`config.mk`:
```
export PLATFORM = sky130hd
export DESIGN_NAME = prog_loader
export DESIGN_NICKNAME = d
export VERILOG_FILES = /design/src/rtl/prog_loader.sv
export SDC_FILE = /design/constraint.sdc
export NUM_CORES = 1
export LEC_CHECK = 0
export CAP_MARGIN = 20
export CORE_MARGIN = 1
export CORE_UTILIZATION = 50
export DETAILED_ROUTE_END_ITERATION = 8
export PLACE_DENSITY = 0.83
export REMOVE_ABC_BUFFERS = 1
export SYNTH_ARGS = -nofsm -noshare
export SYNTH_HDL_FRONTEND = slang
export SYNTH_SLANG_ARGS = --single-unit
```
`constraint.sdc`:
```
create_clock -name clk -period 5.46 [get_ports clk]
set_input_delay 1.092 -clock clk [delete_from_list [all_inputs] [get_ports clk]]
set_output_delay 1.092 -clock clk [all_outputs]
set_load 0.01 [all_outputs]
```
`src/rtl/prog_loader.sv`:
```
// Program loader: receives a framed byte stream (length, payload, checksum)
// over a valid/ready handshake and writes the payload into the CPU's
// instruction memory. The CPU is held in reset until an image with a good
// checksum has been written.
module prog_loader #(
    parameter int                 ADDR_W    = 8,
    parameter logic [ADDR_W-1:0]  BASE_ADDR = {ADDR_W{1'b0}}
) (
    input  logic              clk,
    input  logic              reset,
    input  logic              start,
    input  logic              in_valid,
    input  logic [7:0]        in_data,
    output logic              in_ready,
    output logic              imem_we,
    output logic [ADDR_W-1:0] imem_addr,
    output logic [7:0]        imem_wdata,
    output logic              cpu_hold,
    output logic              busy,
    output logic              done,
    output logic              err,
    output logic [8:0]        byte_count
);

    localparam logic [2:0] ST_IDLE = 3'd0;
    localparam logic [2:0] ST_LEN  = 3'd1;
    localparam logic [2:0] ST_DATA = 3'd2;
    localparam logic [2:0] ST_CSUM = 3'd3;
    localparam logic [2:0] ST_DONE = 3'd4;
    localparam logic [2:0] ST_ERR  = 3'd5;

    logic [2:0]        state_q,      state_d;
    logic [7:0]        len_q,        len_d;
    logic [7:0]        sum_q,        sum_d;
    logic [8:0]        byte_count_q, byte_count_d;
    logic [ADDR_W-1:0] offset_q,     offset_d;
    logic              imem_we_q,    imem_we_d;
    logic [ADDR_W-1:0] imem_addr_q,  imem_addr_d;
    logic [7:0]        imem_wdata_q, imem_wdata_d;
    logic              cpu_hold_q,   cpu_hold_d;
    logic              busy_q,       busy_d;
    logic              done_q,       done_d;
    logic              err_q,        err_d;

    logic              in_ready_s;
    logic              accept_s;
    logic [7:0]        sum_next_s;
    logic [8:0]        count_next_s;
    logic [8:0]        target_s;

    // Handshake readiness depends on state only, never on in_valid.
    always_comb begin
        in_ready_s = 1'b0;
        case (state_q)
            ST_LEN, ST_DATA, ST_CSUM: in_ready_s = 1'b1;
            default:                  in_ready_s = 1'b0;
        endcase
    end

    // Datapath helpers: running checksum, next count and payload length
    // (a length byte of zero stands for a full 256-byte image).
    always_comb begin
        accept_s     = in_valid & in_ready_s;
        sum_next_s   = sum_q + in_data;
        count_next_s = byte_count_q + 9'd1;
        if (len_q == 8'd0) begin
            target_s = 9'd256;
        end else begin
            target_s = {1'b0, len_q};
        end
    end

    // Next-state and next-value logic for the load sequence.
    always_comb begin
        state_d      = state_q;
        len_d        = len_q;
        sum_d        = sum_q;
        byte_count_d = byte_count_q;
        offset_d     = offset_q;
        imem_we_d    = 1'b0;
        imem_addr_d  = imem_addr_q;
        imem_wdata_d = imem_wdata_q;
        case (state_q)
            ST_IDLE, ST_DONE, ST_ERR: begin
                if (start) begin
                    state_d      = ST_LEN;
                    byte_count_d = 9'd0;
                end else begin
                    state_d = state_q;
                end
            end
            ST_LEN: begin
                if (accept_s) begin
                    len_d        = in_data;
                    sum_d        = 8'd0;
                    byte_count_d = 9'd0;
                    offset_d     = {ADDR_W{1'b0}};
                    state_d      = ST_DATA;
                end else begin
                    state_d = state_q;
                end
            end
            ST_DATA: begin
                if (accept_s) begin
                    sum_d        = sum_next_s;
                    byte_count_d = count_next_s;
                    offset_d     = offset_q + {{(ADDR_W-1){1'b0}}, 1'b1};
                    imem_we_d    = 1'b1;
                    imem_addr_d  = BASE_ADDR + offset_q;
                    imem_wdata_d = in_data;
                    if (count_next_s == target_s) begin
                        state_d = ST_CSUM;
                    end else begin
                        state_d = ST_DATA;
                    end
                end else begin
                    state_d = state_q;
                end
            end
            ST_CSUM: begin
                if (accept_s) begin
                    if (sum_next_s == 8'd0) begin
                        state_d = ST_DONE;
                    end else begin
                        state_d = ST_ERR;
                    end
                end else begin
                    state_d = state_q;
                end
            end
            default: begin
                state_d = ST_IDLE;
            end
        endcase
    end

    // Status flags are registered from the next state so they line up with it.
    always_comb begin
        cpu_hold_d = (state_d != ST_DONE);
        done_d     = (state_d == ST_DONE);
        err_d      = (state_d == ST_ERR);
        case (state_d)
            ST_LEN, ST_DATA, ST_CSUM: busy_d = 1'b1;
            default:                  busy_d = 1'b0;
        endcase
    end

    // State and output registers; reset also kills any pending write strobe.
    always_ff @(posedge clk) begin
        if (reset) begin
            state_q      <= ST_IDLE;
            len_q        <= 8'd0;
            sum_q        <= 8'd0;
            byte_count_q <= 9'd0;
            offset_q     <= {ADDR_W{1'b0}};
            imem_we_q    <= 1'b0;
            imem_addr_q  <= BASE_ADDR;
            imem_wdata_q <= 8'd0;
            cpu_hold_q   <= 1'b1;
            busy_q       <= 1'b0;
            done_q       <= 1'b0;
            err_q        <= 1'b0;
        end else begin
            state_q      <= state_d;
            len_q        <= len_d;
            sum_q        <= sum_d;
            byte_count_q <= byte_count_d;
            offset_q     <= offset_d;
            imem_we_q    <= imem_we_d;
            imem_addr_q  <= imem_addr_d;
            imem_wdata_q <= imem_wdata_d;
            cpu_hold_q   <= cpu_hold_d;
            busy_q       <= busy_d;
            done_q       <= done_d;
            err_q        <= err_d;
        end
    end

    assign in_ready   = in_ready_s;
    assign imem_we    = imem_we_q;
    assign imem_addr  = imem_addr_q;
    assign imem_wdata = imem_wdata_q;
    assign cpu_hold   = cpu_hold_q;
    assign busy       = busy_q;
    assign done       = done_q;
    assign err        = err_q;
    assign byte_count = byte_count_q;

endmodule

```
Run 1, I/O pins on the die edge:
Scale: 4 px per um. Pins as bars across the die edge, other pins in gray.
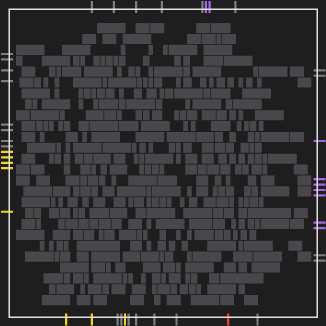
[red] busy | pins: 1 | direction: output | edge: bottom
[yellow] in_data | pins: 8 | direction: input | edge: 5 left, 3 bottom
[purple] byte_count | pins: 9 | direction: output | edge: 7 right, 2 top
all pins by edge: 13 left, 11 bottom, 11 right, 8 top
Die H: 76.62 um
IO buf count: 42

Run 1, wiring by layer:
Scale: 4 px per um.
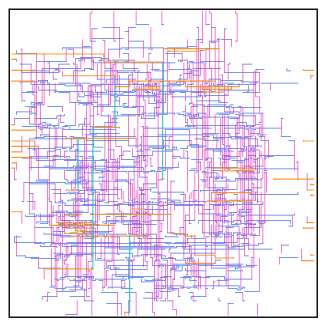
[blue] metal 1 | wire length: 2690 um
[magenta] metal 2 | wire length: 2980 um
[orange] metal 3 | wire length: 396 um
[cyan] metal 4 | wire length: 110 um
vias: 2583
overall routing resource usage: 22.85%
Routed Wire Length: 6174 um

==> flow_metrics.py, run 1 <==
# Synthesis and PnR figures
metrics = {
    "yosys": {
        "synth_area_per_cell_um2": 7.931,
        "postSynthCellCount": 351,
        "synth_top_cell_by_count": "nand2_1",
        "common_cells": "nand2_1, dfxtp_1, a21oi_1",
        "ys_warn_count": 0,
        "numSynthFlops": 57,
        "ys_seq_share_pct": 40.99,
        "synthArstFlopShare_pct": 0,
        "synthTopCellsByArea": "dfxtp_1, nand2_1, a21oi_1, nor2_1, ha_1",
        "ys_chip_area_mm2": 0.002784,
        "largest_area_cell": "dfxtp_1",
        "synth-edff-count": 0,
        "yosys_most_used_dff": "dfxtp_1",
    },
    "power": {
        "switching_share_pct": 23.23,
        "power_mw": 1.059,
        "intPower_uw": 812.6,
        "p_comb_uw": 111,
        "seq_power_share_pct": 41.2,
        "ir_drop_mv": 0.2013,
        "leakagePower_nw": 1.285,
        "power_leader": "the clock network",
        "power_frac_clock_pct": 48.4,
        "cellPowerDensity_mw_per_mm2": 305.3,
        "seq_power_uw": 436,
        "pg_clk_uw": 512,
    },
    "drt": {
        "dr_wl_met3_um": 396,
        "wl_met1_um": 2689,
        "firstDrtPassIters": 4,
        "ant_nets": 0,
        "drc": 0,
        "wl_per_cell_um": 13.42,
        "highest_layer": "met4",
        "vias_per_cell": 5.615,
        "met2_wirelength_um": 2978,
    },
    "setup_path": {
        "critPathKind": "primary input to flop",
        "end_kind": "flop",
        "cp.required_ns": 5.66,
        "max_stage_delay_ns": 0.72,
        "crit_top_cell": "nor2_1",
        "worst-path-buf-inv": 1,
        "endpoint": "byte_count[6]$_SDFFE_PP0P_",
        "crit_family": "simple AND/OR/NAND/NOR gates",
        "cp_cell_sequence": "clkdlybuf4s50_1 -> and4bb_2 -> nor2_1 -> o21ai_1 -> o21ai_0 -> a22oi_1 -> nor2_1",
        "arrival_ns": 3.66,
        "rr_endpoint": "byte_count[6]$_SDFFE_PP0P_",
        "crit-reg2reg-launch": "state_q[1]$_SDFF_PP0_",
        "cp_num_cells": 7,
        "cp_max_fo": 32,
    },
    "global_route": {
        "grt_pass1_wl_um": 10470,
        "top_usage_layer": "met2",
        "grt_pass1_vias": 2323,
        "antenna_found_initial": 0,
        "use_met3_pct": 6.946,
    },
    "place": {
        "globalplace.congestion": 0.8514,
        "pre_cts_ws_ns": 1.649,
        "place_hpwl_um": 4270,
    },
    "finish": {
        "area_growth_pct": 24.54,
        "clock_area_share_pct": 7.578,
        "n_all_inverters": 3,
        "antenna_cells": 0,
        "comb_area_share_pct": 44.46,
        "buf_share_pct": 12.20,
        "mi_logic_area_mm2": 0.001541,
        "largest_reg_flops": 9,
        "dominant_cells": "multi-input combinational cells",
        "final_nets": 407,
        "layout_top_cells": "nand2_1, dfxtp_1, a21oi_1",
        "n_all_buffers": 43,
        "layout.cells.non_filler": 460,
    },
    "sta": {
        "fin_skew_ns": 0.009788,
        "setup_viol": 0,
        "finalCriticalPeriod_ns": 3.461,
        "tightest_slew_ns": 0.9331,
        "finalHoldViolations": 0,
    },
    "clocking": {
        "cts_root_buf": "clkbuf_8",
        "clkTransAtPathRegs_ns": 0.07,
        "cts_resized": 0,
        "cts_buffers": 9,
        "cts_hold_buf": 0,
        "post_cts_buffers": 0,
        "clock_path_buffers": 2,
        "clock_sinks": 57,
    },
    "hold_path": {
        "hp-class": "flop to flop",
        "whs_path_depth": 2,
        "hold_end": "imem_addr[7]$_SDFFE_PP0P_",
    },
    "floorplan": {
        "coreArea_mm2": 0.005238,
        "fp_util_pct": 53.15,
        "die_w_um": 76.62,
    },
    "flow_run": {
        "log.warning_count": 25,
        "maxCapViolCount": 0,
    },
    "outcome": {
        "status": "finished clean",
    },
}
Run 1, port wiring:
Scale: 4 px per um.
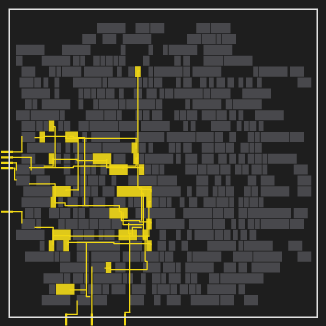
[yellow] in_data | direction: input | edge: 5 left, 3 bottom | end cells: 25 | buffers: 8 | wire: 418 um
Top Ports: 43

Run 1, sequential cells colored by netlist name:
Scale: 4 px per um. Other sequential cells in the stronger gray, the rest of the logic in the fainter gray.
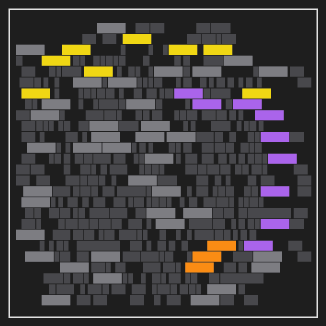
[yellow] imem_addr | placed flops: 8
[purple] byte_count | placed flops: 9
[orange] state_q | placed flops: 3
not colored: 37
Final Util: 66.20%
register area: 0.001141 mm2
Seq/total area: 32.91%

==> run 1: per-stage QoR <==
step	area [um2]	util [%]
6_report	3467	66.20
3_5_place_dp	3204	61.18
3_3_place_gp	3204	61.18
2_1_floorplan	2694	-
4_1_cts	3467	66.20
5_1_grt	3467	66.20
==> run 1: worst min-delay path, cell delays in order, from the launching register on <==
cell	delay (ns)
dfxtp_1	0.31
nand2_1	0.05
a21oi_1	0.05
==> run 1: cell families (layout without fill, tap and decap cells) <==
kind of cell    Yosys count  in the layout  synth area share [%]
compound gates           91             91                 19.60
fa+ha+maj                10             10                 4.764
flops                    57             57                 40.99
buf+inv                  23             62                 3.640
simple gates            155            155                 26.02
xor+xnor                 15             15                 4.989
Run 1, routing congestion map:
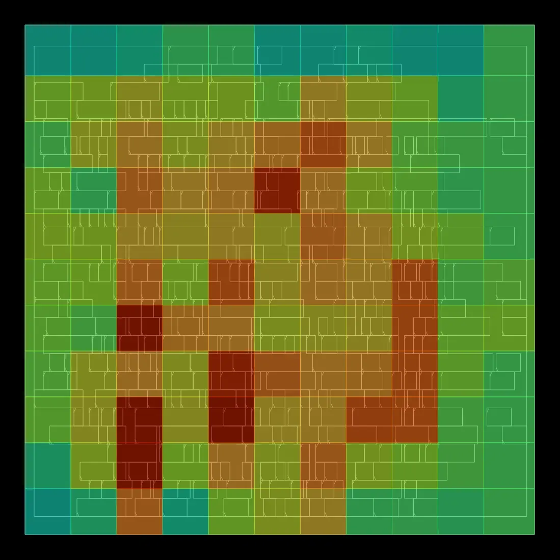

--- run 2 (diff from run 1) ---
==> constraint.sdc (replaced) <==
create_clock -name clk -period 3.52 [get_ports clk]
set_input_delay 0.704 -clock clk [delete_from_list [all_inputs] [get_ports clk]]
set_output_delay 0.704 -clock clk [all_outputs]
set_load 0.01 [all_outputs]
Run 2, routing congestion map:
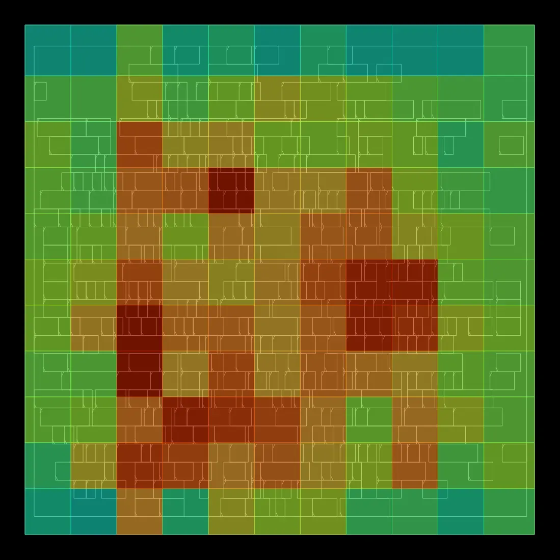
routed wire length per instance: 14.45 um
Final Util: 66.24%

Run 2, wiring by layer:
Scale: 4 px per um.
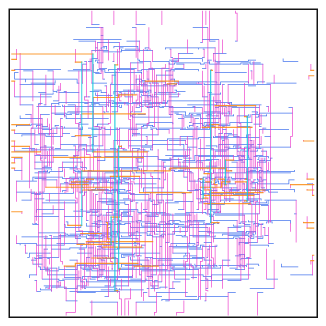
[orange] metal 3 | wire length: 413 um
[cyan] metal 4 | wire length: 220 um
[blue] metal 1 | wire length: 2990 um
[magenta] metal 2 | wire length: 3110 um
vias: 2669
Routed Wire Length: 6732 um
overall routing resource usage: 24.90%

Run 2, I/O pins on the die edge:
Scale: 4 px per um. Pins as bars across the die edge, other pins in gray.
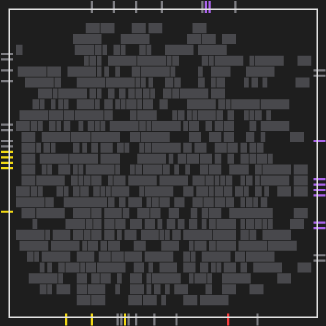
Die X: 76.62 um

==> run 2 against run 1 <==
Against the previous run:
- synthesized cell count is the same
- sequential power up 56%
- sequential share of layout area barely moved
- largest cell class unchanged
==> flow_metrics.py, run 2 <==
# Synthesis and PnR figures
metrics = {
    "outcome": {
        "status": "finished clean",
    },
    "clocking": {
        "post_cts_buffers": 0,
        "clock_path_buffers": 2,
        "clkTransAtPathRegs_ns": 0.07,
        "cts_buffers": 9,
        "cts_root_buf": "clkbuf_8",
        "cts_hold_buf": 0,
        "cts_resized": 0,
    },
    "drt": {
        "drc": 0,
        "vias_per_cell": 5.727,
        "ant_nets": 0,
        "firstDrtPassIters": 5,
    },
    "power": {
        "seq_power_share_pct": 44.1,
        "seq_power_uw": 678,
        "switching_share_pct": 24.92,
        "pg_clk_uw": 678,
        "intPower_mw": 1.154,
        "cellPowerDensity_mw_per_mm2": 443.0,
        "p_comb_uw": 182,
        "power_leader": "sequential cells",
        "leakagePower_nw": 1.297,
        "ir_drop_mv": 0.3050,
    },
    "yosys": {
        "synth_area_per_cell_um2": 7.931,
        "ys_sh_aoi_pct": 19.60,
        "synthArstFlopShare_pct": 0,
        "ys_sh_mux_pct": 0,
        "largest_area_cell": "dfxtp_1",
        "synthXorXnorAreaFrac_pct": 4.989,
        "logic_family": "simple AND/OR/NAND/NOR gates",
        "numSynthFlops": 57,
        "ys_chip_area_mm2": 0.002784,
        "ys_sh_adder_pct": 4.764,
        "ys_seq_share_pct": 40.99,
        "synth-edff-count": 0,
        "ys_warn_count": 0,
        "common_cells": "nand2_1, dfxtp_1, a21oi_1",
        "postSynthCellCount": 351,
        "simple_gate_share_pct": 26.02,
        "synth_top_cell_by_count": "nand2_1",
    },
    "place": {
        "dpl-instance-area_mm2": 0.003249,
        "place_hpwl_um": 4632,
        "port_buffers": 42,
        "globalplace.congestion": 0.9118,
    },
    "setup_path": {
        "cp_max_fo": 5,
        "worst-path-buf-inv": 1,
        "cp.required_ns": 3.72,
        "arrival_ns": 3.01,
        "cp_num_cells": 9,
        "end_kind": "flop",
        "cp_cell_sequence": "clkdlybuf4s50_1 -> ha_1 -> fa_1 -> or3b_1 -> nor4_2 -> o221ai_1 -> nor3_2 -> a31o_2 -> a21oi_1",
        "crit-reg2reg-launch": "sum_q[0]$_SDFFE_PP0P_",
        "endpoint": "state_q[0]$_SDFF_PP0_",
        "setup.worst_path.start": "in_data[0]",
        "crit_family": "simple AND/OR/NAND/NOR gates",
        "critPathKind": "primary input to flop",
        "max_stage_delay_ns": 0.50,
        "rr_endpoint": "done$_SDFF_PP0_",
    },
    "flow_run": {
        "maxCapViolCount": 0,
        "log.warning_count": 25,
    },
    "global_route": {
        "grt_pass1_vias": 2584,
        "grt_max_degree": 33,
        "antenna_found_initial": 0,
        "grt_pass1_wl_um": 11790,
    },
    "sta": {
        "tightest_slew_ns": 0.5608,
        "finalHoldViolations": 0,
        "fin_skew_ns": 0.006555,
        "finalCriticalPeriod_ns": 2.807,
        "setup_viol": 0,
    },
    "floorplan": {
        "chip_area_mm2": 0.005870,
        "coreArea_mm2": 0.005238,
        "pin_count": 43,
        "fp_util_pct": 53.15,
    },
    "finish": {
        "final_nets": 413,
        "design_area_mm2": 0.003470,
        "antenna_cells": 0,
        "layout_top_cells": "nand2_1, dfxtp_1, a21oi_1",
        "area_growth_pct": 24.63,
        "largest_reg_flops": 9,
        "layout.cells.non_filler": 466,
    },
    "hold_path": {
        "hp-class": "flop to flop",
        "whs_path_depth": 2,
        "hold_end": "imem_addr[7]$_SDFFE_PP0P_",
    },
}
run 2: cell counts after synthesis:
No cell type changed its count.
run 2: metal layers:
layer	vias up	track usage, %	wire length [um]
met5	-	0	0
met4	0	12.88	220
met3	23	4.311	412
met2	115	40.36	3107
met1	1220	31.60	2991
li1	1311	-	-
run 2: cell type report:
type | instances | area (um2)
clock buffers | 11 | 141.4
clock inverters | 5 | 78.83
fillers | 454 | 1768
inverters | 3 | 11.26
multi-input cells | 271 | 1541
flip-flops and latches | 57 | 1141
well taps | 70 | 87.58
repair buffers | 49 | 467.9
No activity file was given, so power comes from the tool's default toggle rates.
